### Floorplan with the power grid, run 1

Bar = 20 um. Pins as bars on the die edge.
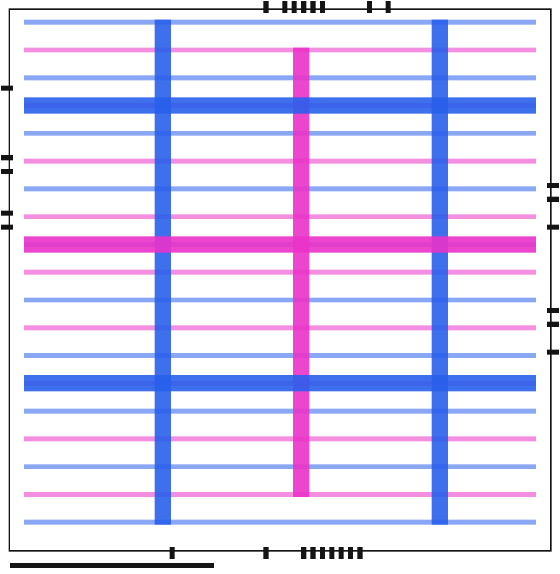
### Cell classes on the final placement, run 1

Bar = 20 um.
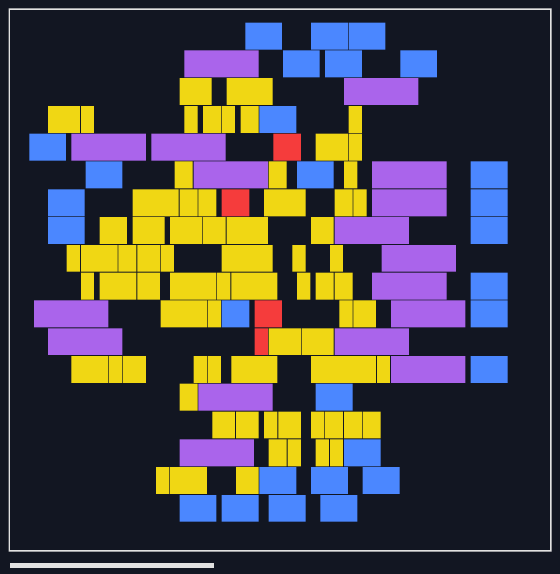
### Clock network drawn from the DEF, run 1

Bar = 20 um.
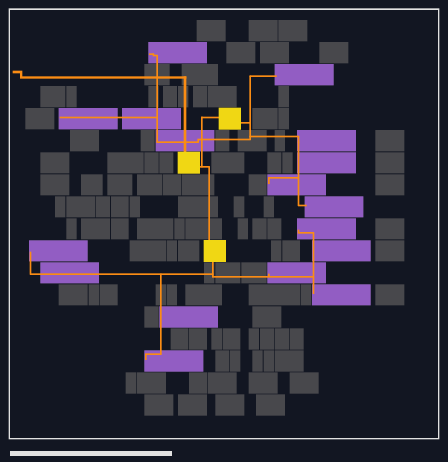
===== src/rtl/fifo8_reg_ctrl.sv =====
// Pointer/count sequencer for an 8-entry register-bank FIFO: drives per-entry write enables and the read-mux select.
// Optional almost_full/almost_empty outputs are built when FIFO8_ALMOST_FLAGS_EN is defined.
module fifo8_reg_ctrl #(
  parameter int DEPTH = 8,
  parameter int AW    = 3
) (
  input  logic             clk,
  input  logic             reset_n,
  input  logic             wr_en,
  input  logic             rd_en,
  output logic [DEPTH-1:0] wr_sel,
  output logic [AW-1:0]    rd_sel,
  output logic [AW:0]      cnt,
  output logic             full,
  output logic             empty,
  output logic             wr_ack,
  output logic             wr_err,
  output logic             rd_ack,
  output logic             rd_err,
  output logic [2:0]       state
`ifdef FIFO8_ALMOST_FLAGS_EN
  ,
  output logic             almost_full,
  output logic             almost_empty
`endif
);

  typedef enum logic [2:0] {
    ST_INIT     = 3'd0,
    ST_NO_OP    = 3'd1,
    ST_WRITE    = 3'd2,
    ST_WR_ERROR = 3'd3,
    ST_READ     = 3'd4,
    ST_RD_ERROR = 3'd5,
    ST_RW       = 3'd6
  } state_t;

  localparam logic [AW:0] CNT_FULL = (AW+1)'(DEPTH);
  localparam logic [AW:0] CNT_ONE  = (AW+1)'(1);

  state_t        state_q, state_d;
  logic [AW-1:0] wr_ptr_q, rd_ptr_q;
  logic [AW:0]   cnt_q, cnt_d;
  logic          push_ok, pop_ok;
  logic          wr_rej, rd_rej;

  // Flags come from the registered count only, so they lag an update by one cycle.
  assign full  = (cnt_q == CNT_FULL);
  assign empty = (cnt_q == '0);
  assign cnt   = cnt_q;
  assign state = state_q;

`ifdef FIFO8_ALMOST_FLAGS_EN
  assign almost_full  = (cnt_q >= (CNT_FULL - CNT_ONE));
  assign almost_empty = (cnt_q <= CNT_ONE);
`endif

  // Reset gating keeps every bank enable quiet in a reset cycle.
  assign push_ok = reset_n & wr_en & ~full;
  assign pop_ok  = reset_n & rd_en & ~empty;
  assign wr_rej  = wr_en & full;
  assign rd_rej  = rd_en & empty;

  assign rd_sel = rd_ptr_q;

  always_comb begin
    wr_sel = '0;
    if (push_ok) begin
      wr_sel[wr_ptr_q] = 1'b1;
    end
  end

  always_comb begin
    cnt_d = cnt_q;
    unique case ({push_ok, pop_ok})
      2'b10:   cnt_d = cnt_q + CNT_ONE;
      2'b01:   cnt_d = cnt_q - CNT_ONE;
      default: cnt_d = cnt_q;
    endcase
  end

  always_comb begin
    state_d = ST_NO_OP;
    if (push_ok && pop_ok) begin
      state_d = ST_RW;
    end else if (push_ok) begin
      state_d = ST_WRITE;
    end else if (pop_ok) begin
      state_d = ST_READ;
    end else if (wr_rej) begin
      state_d = ST_WR_ERROR;
    end else if (rd_rej) begin
      state_d = ST_RD_ERROR;
    end else begin
      state_d = ST_NO_OP;
    end
  end

  always_ff @(posedge clk) begin
    if (!reset_n) begin
      state_q  <= ST_INIT;
      wr_ptr_q <= '0;
      rd_ptr_q <= '0;
      cnt_q    <= '0;
      wr_ack   <= 1'b0;
      wr_err   <= 1'b0;
      rd_ack   <= 1'b0;
      rd_err   <= 1'b0;
    end else begin
      state_q <= state_d;
      cnt_q   <= cnt_d;
      if (push_ok) begin
        wr_ptr_q <= wr_ptr_q + AW'(1);
      end
      if (pop_ok) begin
        rd_ptr_q <= rd_ptr_q + AW'(1);
      end
      wr_ack <= push_ok;
      wr_err <= wr_rej;
      rd_ack <= pop_ok;
      rd_err <= rd_rej;
    end
  end

endmodule


===== config.mk =====
export PLATFORM = sky130hd
export DESIGN_NAME = fifo8_reg_ctrl
export DESIGN_NICKNAME = d
export VERILOG_FILES = /design/src/rtl/fifo8_reg_ctrl.sv
export SDC_FILE = /design/constraint.sdc
export NUM_CORES = 1
export LEC_CHECK = 0
export CELL_PAD_IN_SITES_DETAIL_PLACEMENT = 0
export CELL_PAD_IN_SITES_GLOBAL_PLACEMENT = 1
export CORE_UTILIZATION = 32
export DETAILED_ROUTE_END_ITERATION = 7
export PLACE_DENSITY = 0.85
export SLEW_MARGIN = 20
export SYNTH_ARGS = -nofsm -noshare
export SYNTH_HDL_FRONTEND = slang
export SYNTH_SLANG_ARGS = --single-unit
export TNS_END_PERCENT = 50

===== constraint.sdc =====
create_clock -name clk -period 3.3 [get_ports clk]
set_input_delay 0.33 -clock clk [delete_from_list [all_inputs] [get_ports clk]]
set_output_delay 0.33 -clock clk [all_outputs]
set_load 0.02 [all_outputs]

==> flow_summary.ini, run 1 <==
; physical design summary
[power_and_ir_drop]
power_density_mw_per_mm2 = 431.1
powerSeq_uw = 241
pwr-share-clk_pct = 21.0

[worst_setup_path]
max_stage_delay_ps = 690
crit_slowest_cell = clkdlybuf4s50_1
path_class = primary input to output pin

[clocking]
root_buffer = clkbuf_4
cts_resized = 0

[job]
warnings = 28
maxCapViolations = 0

[sta]
fin_setup_tns_ps = 0
setup_viol = 0
slew_violations = 0

[placed_design]
dpl.cell_count = 148

[finish]
area_growth_pct = 39.43
flop_area_um2 = 340.3
antenna_cells = 0
comb_share_pct = 38.57

[global_routing]
grt_max_degree = 11
antenna_found_initial = 0

[routing]
routed_wl_um = 1531
drt.antenna.violating_nets = 0

[synthesis]
numSynthFlops = 17
synthArstFlopShare_pct = 0
topCellsByArea = dfxtp_1 (41%), ha_1 (9.1%), nor2_1 (5.4%)

[worst_hold_path]
holdPathEnd = rd_sel[1]

[outcome]
status = finished clean

[floorplanning]
dieArea_mm2 = 0.002796
Notes on 'Floorplan with the power grid' above:
blue -> VSS
magenta -> VDD
rows = 18
met5 straps = 3
met4 straps = 3
Die H: 52.88 um
Die W: 52.88 um
CORE AREA: 0.002455 mm^2
Worst IR Drop VDD: 294.5 uV

Notes on 'Cell classes on the final placement' above:
yellow -> combinational and other logic  # cells 73
red -> clock drivers and dummy loads  # cells 4
blue -> other buffers and delay cells  # cells 28
purple -> flops  # cells 17
Core Rows: 18
final instance area: 0.001155 mm^2
register share of the cell area: 29.47%
fin util: 47.04%

Notes on 'Clock network drawn from the DEF' above:
purple -> flip-flops  # count 17
orange -> clock wires  # length 184 um
yellow -> clock drivers  # count 3
routed clock nets = 4
worst clock skew: 2.614 ps
worst skew pair latency: 280 ps

-- run 1: critical path: cells and delay by family --
family / cells / cell delay [ps]
buffers and inverters: 3 / 1440
AND/OR/NAND/NOR: 3 / 470
-- run 1: routing by layer --
layer	global-route usage (%)	part of all wire, %	vias to the layer above
li1	-	-	376
met1	16.78	48	309
met2	17.72	47	15
met3	2.586	4.3	2
met4	5.702	0.65	0
met5	0	0	-
-- run 1: state kept, by name, indices dropped and copies added, names as in the netlist --
register and flops:
wr_ptr_q 3, rd_sel 3, rd_err 1, rd_ack 1
wr_err 1, state 3, wr_ack 1, cnt 4
-- run 1: logic make-up after synthesis --
group	count (synthesis)	share of synthesized area [%]
simple gates	42	27.95
flops	17	41.09
compound gates	10	6.797
buf+inv	8	5.135
xor+xnor	6	6.344
fa+ha+maj	6	9.063
mux	3	3.626
### Cell placement, run 1

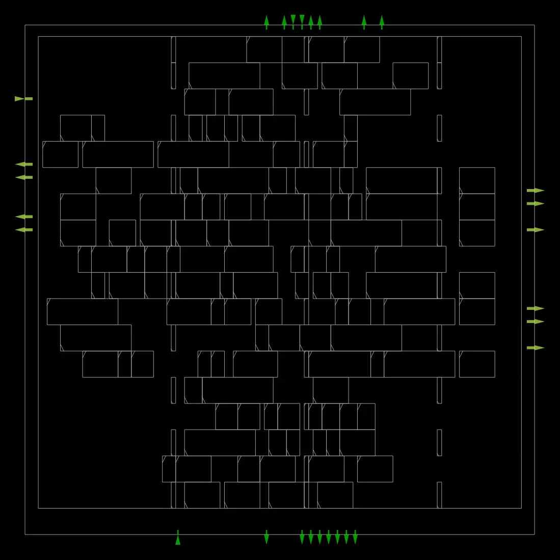

## Run 2: what changed since run 1
- clock period: 3.3 -> 2.4 ns (I/O delays scaled with it)
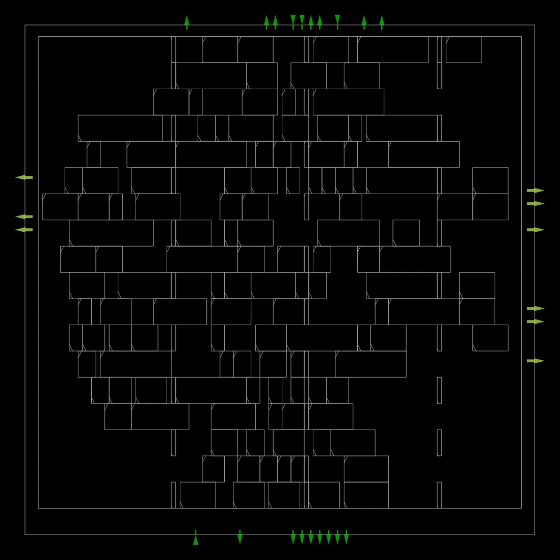
*Cell placement, run 2*
Filler cells: 252
fin util: 50.66%

==> run 2 against run 1 <==
  * Register-to-register slack worse by 730 ps
  * Power up 44%
  * Sequential share of layout area down 1.5 points
  * Synthesized cell count unchanged
  * Flip-flop count unchanged
  * Clock skew up 6.0 ps
  * Area after synthesis unchanged
==> flow_summary.ini, run 2 <==
; physical design summary
[routing]
drt-met1-wl_um = 815
wl_met3_um = 55
dr_wl_met2_um = 921
top_layer = met4
routed_wl_um = 1809

[worst_setup_path]
cp.buffers_inverters = 0
path_class = register to register
critPathLaunchType = register
cp_top_family = simple AND/OR/NAND/NOR gates
crit_slowest_cell = or4b_4

[synthesis]
synthTopCellsByCount = dfxtp_1 (17), nor2_1 (12), nand2_1 (9), ha_1 (6)
numSynthFlops = 17
synthArstFlopShare_pct = 0
synth_area_um2 = 828.3
topCellsByArea = dfxtp_1 (41%), ha_1 (9.1%), nor2_1 (5.4%)

[finish]
area_growth_pct = 50.15
seq_cells = 17
comb_share_pct = 37.12
nonClockInverterCount = 6
antenna_cells = 0
buffer_area_share_pct = 27.57
largest_register_ffs = 4

[sta]
fin_setup_tns_ps = 0
fmax_ghz = 0.4253
setup_viol = 0
slew_violations = 0
fin_worst_skew_ps = 8.616
worst_slew_pin_slew_ps = 250.2

[clocking]
cts_resized = 4
clk_latency_ps = 280

[global_routing]
antenna_found_initial = 0
grt_max_degree = 10
grt_pass1_wl_um = 2746
use_met1_pct = 17.42
grt.met3_usage_pct = 1.724
grt-busiest-layer = met2

[floorplanning]
die_y_um = 52.88
coreArea_mm2 = 0.002455
die_x_um = 52.88
nWellTaps = 30
dieArea_mm2 = 0.002796

[outcome]
status = finished clean

[power_and_ir_drop]
pwr-share-clk_pct = 20.4
power_density_mw_per_mm2 = 577.2
vdd_drop_max_uv = 309.7

[worst_hold_path]
holdPathEnd = rd_sel[1]

[placed_design]
io_buffers = 27
dpl.cell_count = 155
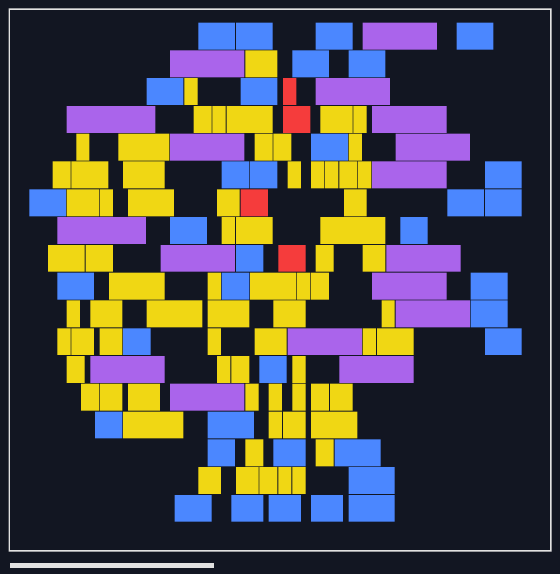
*Cell classes on the final placement, run 2*
Bar = 20 um.
red -> clock drivers and dummy loads  # cells 4
yellow -> combinational and other logic  # cells 73
blue -> other buffers and delay cells  # cells 36
purple -> flops  # cells 17
register share of the cell area: 27.97%
final instance area: 0.001244 mm^2

==> run 2: power by group through the flow <==
stage,registers [mW],clock network (mW),logic [mW]
final,0.333,0.147,0.238
after global placement,0.337,0,0.230
after floorplan,0.359,0,0.110
after global routing,0.338,0.170,0.259
after CTS,0.331,0.154,0.234
after detailed placement,0.338,0,0.233
==> run 2: logic make-up (layout without fill, tap and decap cells) <==
group                    count (synthesis)  count (layout)  synth area share [%]
AND-OR/OR-AND                           10              10                 6.797
multiplexers                             3               3                 3.626
flip-flops                              17              17                 41.09
AND/OR/NAND/NOR                         42              42                 27.95
adder cells (fa/ha/maj)                  6               6                 9.063
buffers and inverters                    8              46                 5.135
XOR/XNOR                                 6               6                 6.344
Power and IR drop assume default switching activity.
